Design multicycle_controller, sky130hd; sources not shown.
==> run_1/congestion.png <==
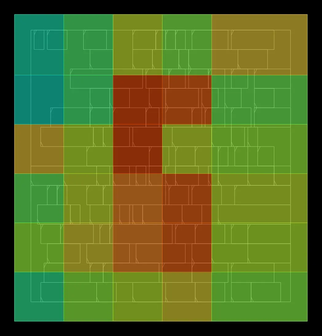
met1 Track Usage GR: 28.7%
met2 Use GR: 40.6%
grt met3 use: 5.24%
drt wl/cell: 17.0 um
Most Crowded Layer GR: met2

==> run_1/layer_met3.png <==
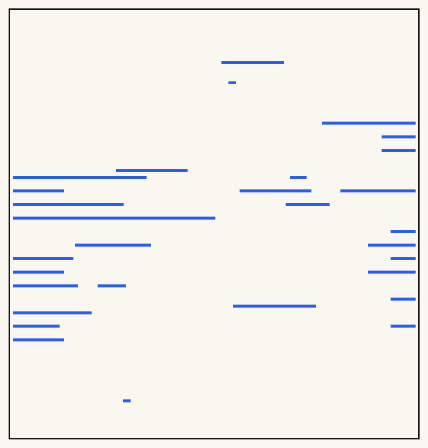
wire length on this layer: 166 um
main direction: horizontal
longest straight run: 20.0 um
via count: 725
final WL: 2110 um

==> run_1/io_placement.png <==
Pins as bars across the die edge, other pins in grey.
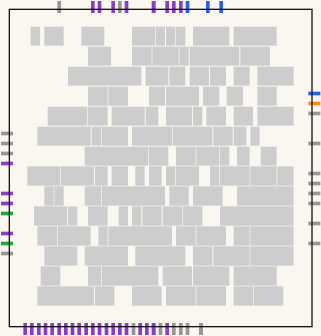
| port | colour | pins | direction | edge |
|---|---|---|---|---|
| `ImmSrc` | green | 2 | output | west |
| `INSTR` | purple | 32 | input | 20 south, 8 north, 4 west |
| `ALUSrcA` | orange | 1 | output | east |
| `ALUControl` | blue | 4 | output | 3 north, 1 east |
IO Port Bufs: 0
die width: 41 um
Die Ht: 43 um

==> run_1/io_fan.png <==
The bar under the picture is 10 um long.
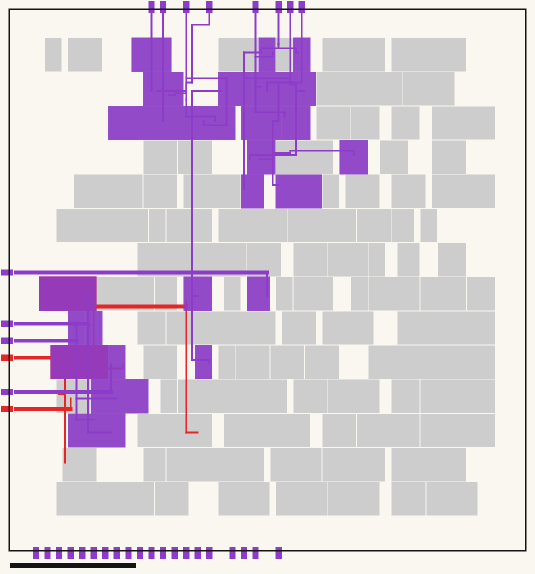
| port | colour | direction | edge | end cells | wire |
|---|---|---|---|---|---|
| `INSTR` | purple | input | 20 south, 8 north, 4 west | 24 | 219 um |
| `ImmSrc` | red | output | west | 2 | 47.4 um |
I/O pins: 59

==> results.txt, run 1 <==
drt initial violations -> 18
DPL Wire Length -> 1280 um
Layout Nets -> 149
final hold violation count -> 0
vias in the first global route -> 714
GRT Total Usage -> 25.5%
flop-to-flop setup slack -> -290 ps
crit path cell chain -> buf_8 -> or3_4 -> o311a_1 -> nor2_2
fmax -> 596 MHz
synthesized instance count -> 90
clk_skew -> 1.09 ps
Synth warnings -> 0
Yosys chip area -> 702 um^2
violated checks -> negative setup slack
Worst-Margin Slew -> 638 ps
# Cells Yosys -> 90
CTS tree -> built
final number of setup-violating endpoints -> 18
pre-CTS setup slack -> -188 ps
largest net degree at the start of global routing -> 11
Largest stage delay, worst path -> 370 ps
Layout area overhead -> 54.4%
CP endpoint kind -> primary output
initial antenna violation count -> 0
Final Cycle Share -> 129%
FF+latch count, synth -> 5
DRT antenna net count -> 0
Synth async-reset ratio -> 0%
Leak Pwr -> 0.459 nW
count of tool warnings -> 53
FP Rows -> 14
Worst-path clk slew -> 40 ps
drt drc -> 0
clk root buf -> clkbuf_4
grt total ovfl -> 0
H-tree depth -> 1
Setup Total Neg Slack -> -4740 ps
Syn Area/Cell -> 7.80 um^2
worst-case clock buffer depth -> 2
Critical Path Fanout Max -> 5
RePlAce Congestion -> 0.750
max reg flops -> 4
power per standard cell area -> 499 nW/um^2
Final Util -> 78.3%
min-delay worst type -> input port to flop
antenna cells -> 0
top cells by count -> nor2_1 (10), nand2_1 (7), inv_1 (6)
slack of the critical path -> -379 ps
Floorplan Nets -> 130
Die Size -> 1760 um^2
clk_lat worst skew -> 240 ps
WP data required -> 1040 ps
ys flop type -> dfxtp_1
critical path arrival -> 1420 ps
drt pass-1 iters -> 4
Distinct cells, synth -> 39
hold-critical path depth -> 2
VDD IR-drop max -> 0.000604 V
max-slew violation count -> 0
Starting Density -> 50.7%
mapped cell area -> 702 um^2
leading area contributor after synthesis -> dfxtp_1
Avg Vias per Cell -> 5.85
CTS Buf Count -> 3
WS Path Type -> flop to primary output
Slowest cell on crit path -> dfxtp_4
WHS -> 182 ps
Max-Cap Viols -> 0
post-synthesis sequential area ratio -> 14.3%
Top cells by area -> dfxtp_1 (14%), ha_1 (8.9%), nor2_1 (5.3%), buf_4 (4.3%), o41ai_4 (3.9%)
fraction of layout cells with a size suffix above 1 -> 58.3%
kind of start point of the critical path -> flop
Tmin final -> 1680 ps
Core ar. -> 1380 um^2
Hold-fix buffers, CTS -> 0
R2R depth -> 7
Synth top cell by count -> nor2_1
Sink Count -> 5
Rel. slew slack -> 56.9%
number of enable flip-flop cells -> 0
first-pass GRT wire length -> 3100 um
outcome -> finished with violations
RSZ-0062 raised after global routing -> true
Dominant cell area share -> 14.3%
-- run 1: cell usage in the layout (no fill, tap or decap), types with 3 or more instances in the layout --
cell type   n
ha_1        5
a21oi_1     3
nor2_2      5
buf_6       4
nor2_1      4
clkbuf_4    4
buf_4      15
nor3_4      4
inv_1       6
nand2_1     6
buf_8       3
nand2b_4    3
-- run 1: layer usage --
metal  track usage [%]  vias to the layer above  wire (um)
li1                  -                      346          -
met1              28.7                      338        812
met2              40.6                       37       1090
met3              5.24                        4        166
met4              16.7                        0         34
met5                 0                        -          0
-- run 1: cell families (layout without fill, tap and decap cells) --
family | count (synthesis) | in the layout | share of synthesized area (%)
DFF | 5 | 5 | 14.3
xor gates and xnor gates | 2 | 2 | 2.50
AOI/OAI and AO/OA | 19 | 19 | 23.0
buffers and inverters | 15 | 33 | 12.7
adders and majority gates | 5 | 5 | 8.91
muxes | 2 | 2 | 2.85
other | 1 | 1 | 0.534
and+or+nand+nor | 41 | 41 | 35.3
-- run 1: repair_timing --
item                       4_1_cts  5_1_grt
pin swaps                       10        5
setup endpoints to repair       19       19
resized                         21       13
buffers inserted                11        3
-- run 1: worst max-delay path, delay by kind of cell, from the launching register on --
family / cells / cell delay, ps
AOI/OAI and AO/OA: 1 / 150
DFF: 1 / 370
and+or+nand+nor: 2 / 530
buffers and inverters: 1 / 130
-- run 1: layout make-up --
type	instances	area [um^2]
fill	98	300
clock buffer	4	30.0
multi-input combinational	70	694
buffer	9	93.8
sequential	5	110
tap	16	20.0
inverter	6	22.5
timing repair buffer	14	113
-- run 1: stage by stage --
stage,instance area [um^2],instances,power (W)
after floorplan,783,90,0.000284
after global placement,803,106,0.000299
after detailed placement,803,106,0.000300
after CTS,991,121,0.000525
after global routing,1080,124,0.000563
final,1080,124,0.000540
-- run 1: where the power goes --
group          internal [W]  total (W)  leakage, nW  switching (W)
combinational     0.0000837   0.000180        0.398      0.0000966
sequential         0.000154   0.000159       0.0429     0.00000478
clock              0.000137   0.000201       0.0184      0.0000638
==> run_1/wires.png <==
Two of the layers only.
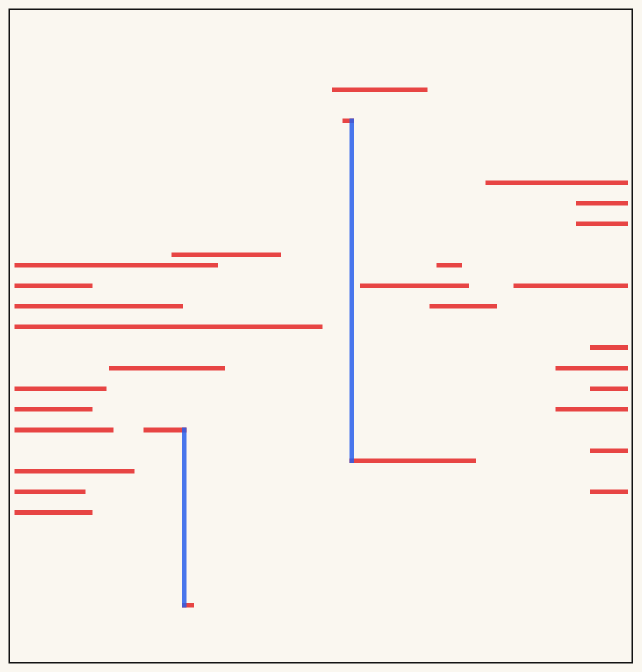

==> inputs of run 2 (changes only) <==
--- a/config.mk
+++ b/config.mk
@@ -6,11 +6,12 @@
 export NUM_CORES = 1
 export LEC_CHECK = 0
 export CAP_MARGIN = 30
-export CORE_AREA = 2 2 39 41
+export CORE_AREA = 10 10 47 49
 export CTS_BUF_LIST = sky130_fd_sc_hd__clkbuf_4
+export CTS_CLUSTER_DIAMETER = 120
 export CTS_CLUSTER_SIZE = 25
 export DETAILED_ROUTE_END_ITERATION = 6
-export DIE_AREA = 0 0 41 43
+export DIE_AREA = 0 0 57 59
 export DONT_BUFFER_PORTS = 1
 export GPL_TIMING_DRIVEN = 0
 export PLACE_DENSITY = 0.76
==> run_2/wires.png <==
Two of the layers only.
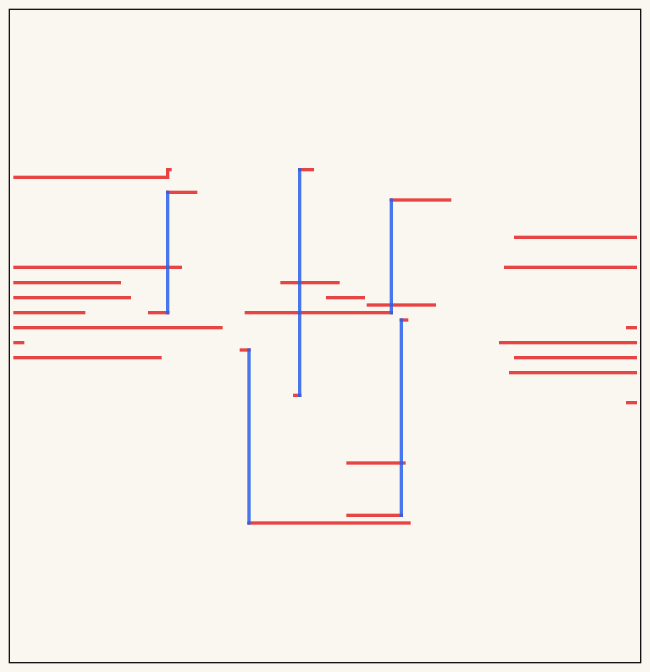
| layer | colour | wire length |
|---|---|---|
| metal 3 | red | 210 um |
| metal 4 | blue | 74.8 um |
via count: 742
drt wl/cell: 20.2 um
final WL: 2570 um

==> run_2/io_fan.png <==
The bar under the picture is 20 um long.
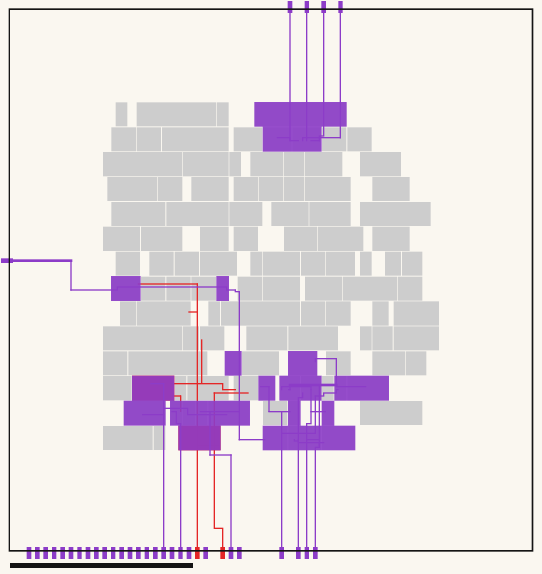
| port | colour | direction | edge | end cells | wire |
|---|---|---|---|---|---|
| `ImmSrc` | red | output | south | 2 | 74.8 um |
| `INSTR` | purple | input | 27 south, 4 north, 1 west | 24 | 289 um |

==> run_2/layer_met3.png <==
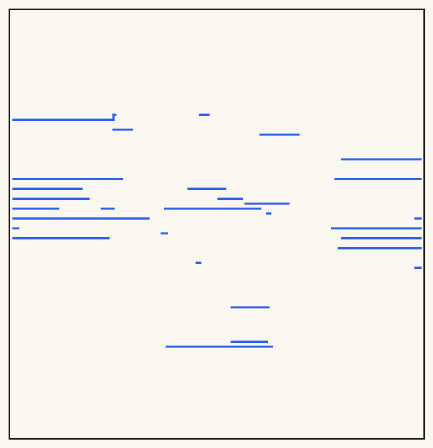
share of all routed wire: 8.2%
main direction: horizontal
wire length on this layer: 210 um
grt met3 use: 5.36%

==> run 2 against run 1 <==
Net effect:
- the flow still finishes with violations (negative setup slack)
- count of clock-buffer cells in the layout stayed put
- largest cell class unchanged
- combinational power is essentially flat
- setup slack worse by 30 ps
- final cell count grew 2.4%
==> results.txt, run 2 <==
outcome -> finished with violations (unchanged)
violated checks -> negative setup slack (unchanged)
Dominant cell area share -> 14.3% (unchanged)
clk tree area frac -> 2.70% (was 2.77%)
H-tree depth -> 1 (unchanged)
CTS Buf Count -> 3 (unchanged)
fraction of layout cells with a size suffix above 1 -> 63.1% (was 58.3%)
min-delay worst type -> input port to flop (unchanged)
Leading cell kind -> combinational gates (unchanged)
Die Ht -> 59 um (was 43 um)
Yosys chip area -> 702 um^2 (unchanged)
CTS tree -> built (unchanged)
initial antenna violation count -> 0 (unchanged)
vias in the first global route -> 798 (was 714)
I/O pins -> 59 (unchanged)
R2R depth -> 7 (unchanged)
switching power -> 0.000168 W (was 0.000165 W)
FP Rows -> 14 (unchanged)
synthesized instance count -> 90 (unchanged)
final number of setup-violating endpoints -> 19 (was 18)
Layout non-clock buf frac -> 20.6% (was 19.1%)
slack of the critical path -> -409 ps (was -379 ps)
met1 Track Usage GR -> 13.4% (was 28.7%)
Starting Density -> 50.1% (was 50.7%)
drt initial violations -> 14 (was 18)
logic share of the area -> 62.5% (was 64.1%)
most frequent cells in the layout -> buf_4 (18), inv_1 (6), nand2_1 (6) (was buf_4 (15), inv_1 (6), nand2_1 (6))
fraction of area in registers -> 10.3% (was 10.2%)
Distinct cells, synth -> 39 (unchanged)
n_taps -> 16 (unchanged)
Syn Area/Cell -> 7.80 um^2 (unchanged)
RSZ-0062 raised after global routing -> true (unchanged)
-- run 2: cell types whose count changed in the layout (fill, tap and decap cells not counted), moves of 2 or more --
cell,delta
nor3_4,-2
dfxtp_2,-2
nor2_4,+2
buf_4,+3
nor3_2,+2
dfxtp_4,+2
-- run 2: routing by layer --
metal | part of all wire (%) | up-vias | routed length [um]
met5 | 0 | - | 0
met4 | 2.9 | 0 | 74
met3 | 8.1 | 10 | 209
met2 | 55 | 34 | 1420
met1 | 34 | 347 | 862
li1 | - | 351 | -
-- run 2: power by group through the flow --
stage	clock, W	sequential, W	combinational [W]
final	0.000201	0.000157	0.000179
after global routing	0.000211	0.000158	0.000192
after CTS	0.000205	0.000157	0.000164
after detailed placement	0	0.000166	0.000137
after global placement	0	0.000166	0.000135
after floorplan	0	0.000165	0.000119
-- run 2: worst max-delay path: stages, from the launching register on --
cell and delay (ps):
dfxtp_4 350, buf_6 130, and2b_1 280, a211oi_2 60, a211oi_1 290, nor2_2 90
-- run 2: metrics by stage --
| step | std cells | hold slack [ps] | TNS (ps) | power [W] | utilization (%) |
|---|---|---|---|---|---|
| 2_1_floorplan | 90 | 403 | -369 | 0.000284 | - |
| 3_3_place_gp | 106 | 419 | -938 | 0.000301 | 57.3 |
| 3_5_place_dp | 106 | 418 | -1030 | 0.000303 | 57.3 |
| 4_1_cts | 125 | 170 | -4290 | 0.000525 | 74.7 |
| 5_1_grt | 127 | 207 | -6360 | 0.000561 | 79.4 |
| 6_report | 127 | 180 | -5490 | 0.000537 | 79.4 |
-- run 2: cells by family (layout without fill, tap and decap cells) --
logic type / count (synthesis) / count (layout) / synth area share, %
flops: 5 / 5 / 14.3
xor+xnor: 2 / 2 / 2.50
fa+ha+maj: 5 / 5 / 8.91
mux: 2 / 2 / 2.85
simple gates: 41 / 41 / 35.3
other cells: 1 / 1 / 0.534
buf+inv: 15 / 36 / 12.7
compound gates: 19 / 19 / 23.0
No activity file was given, so power comes from the tool's default toggle rates.
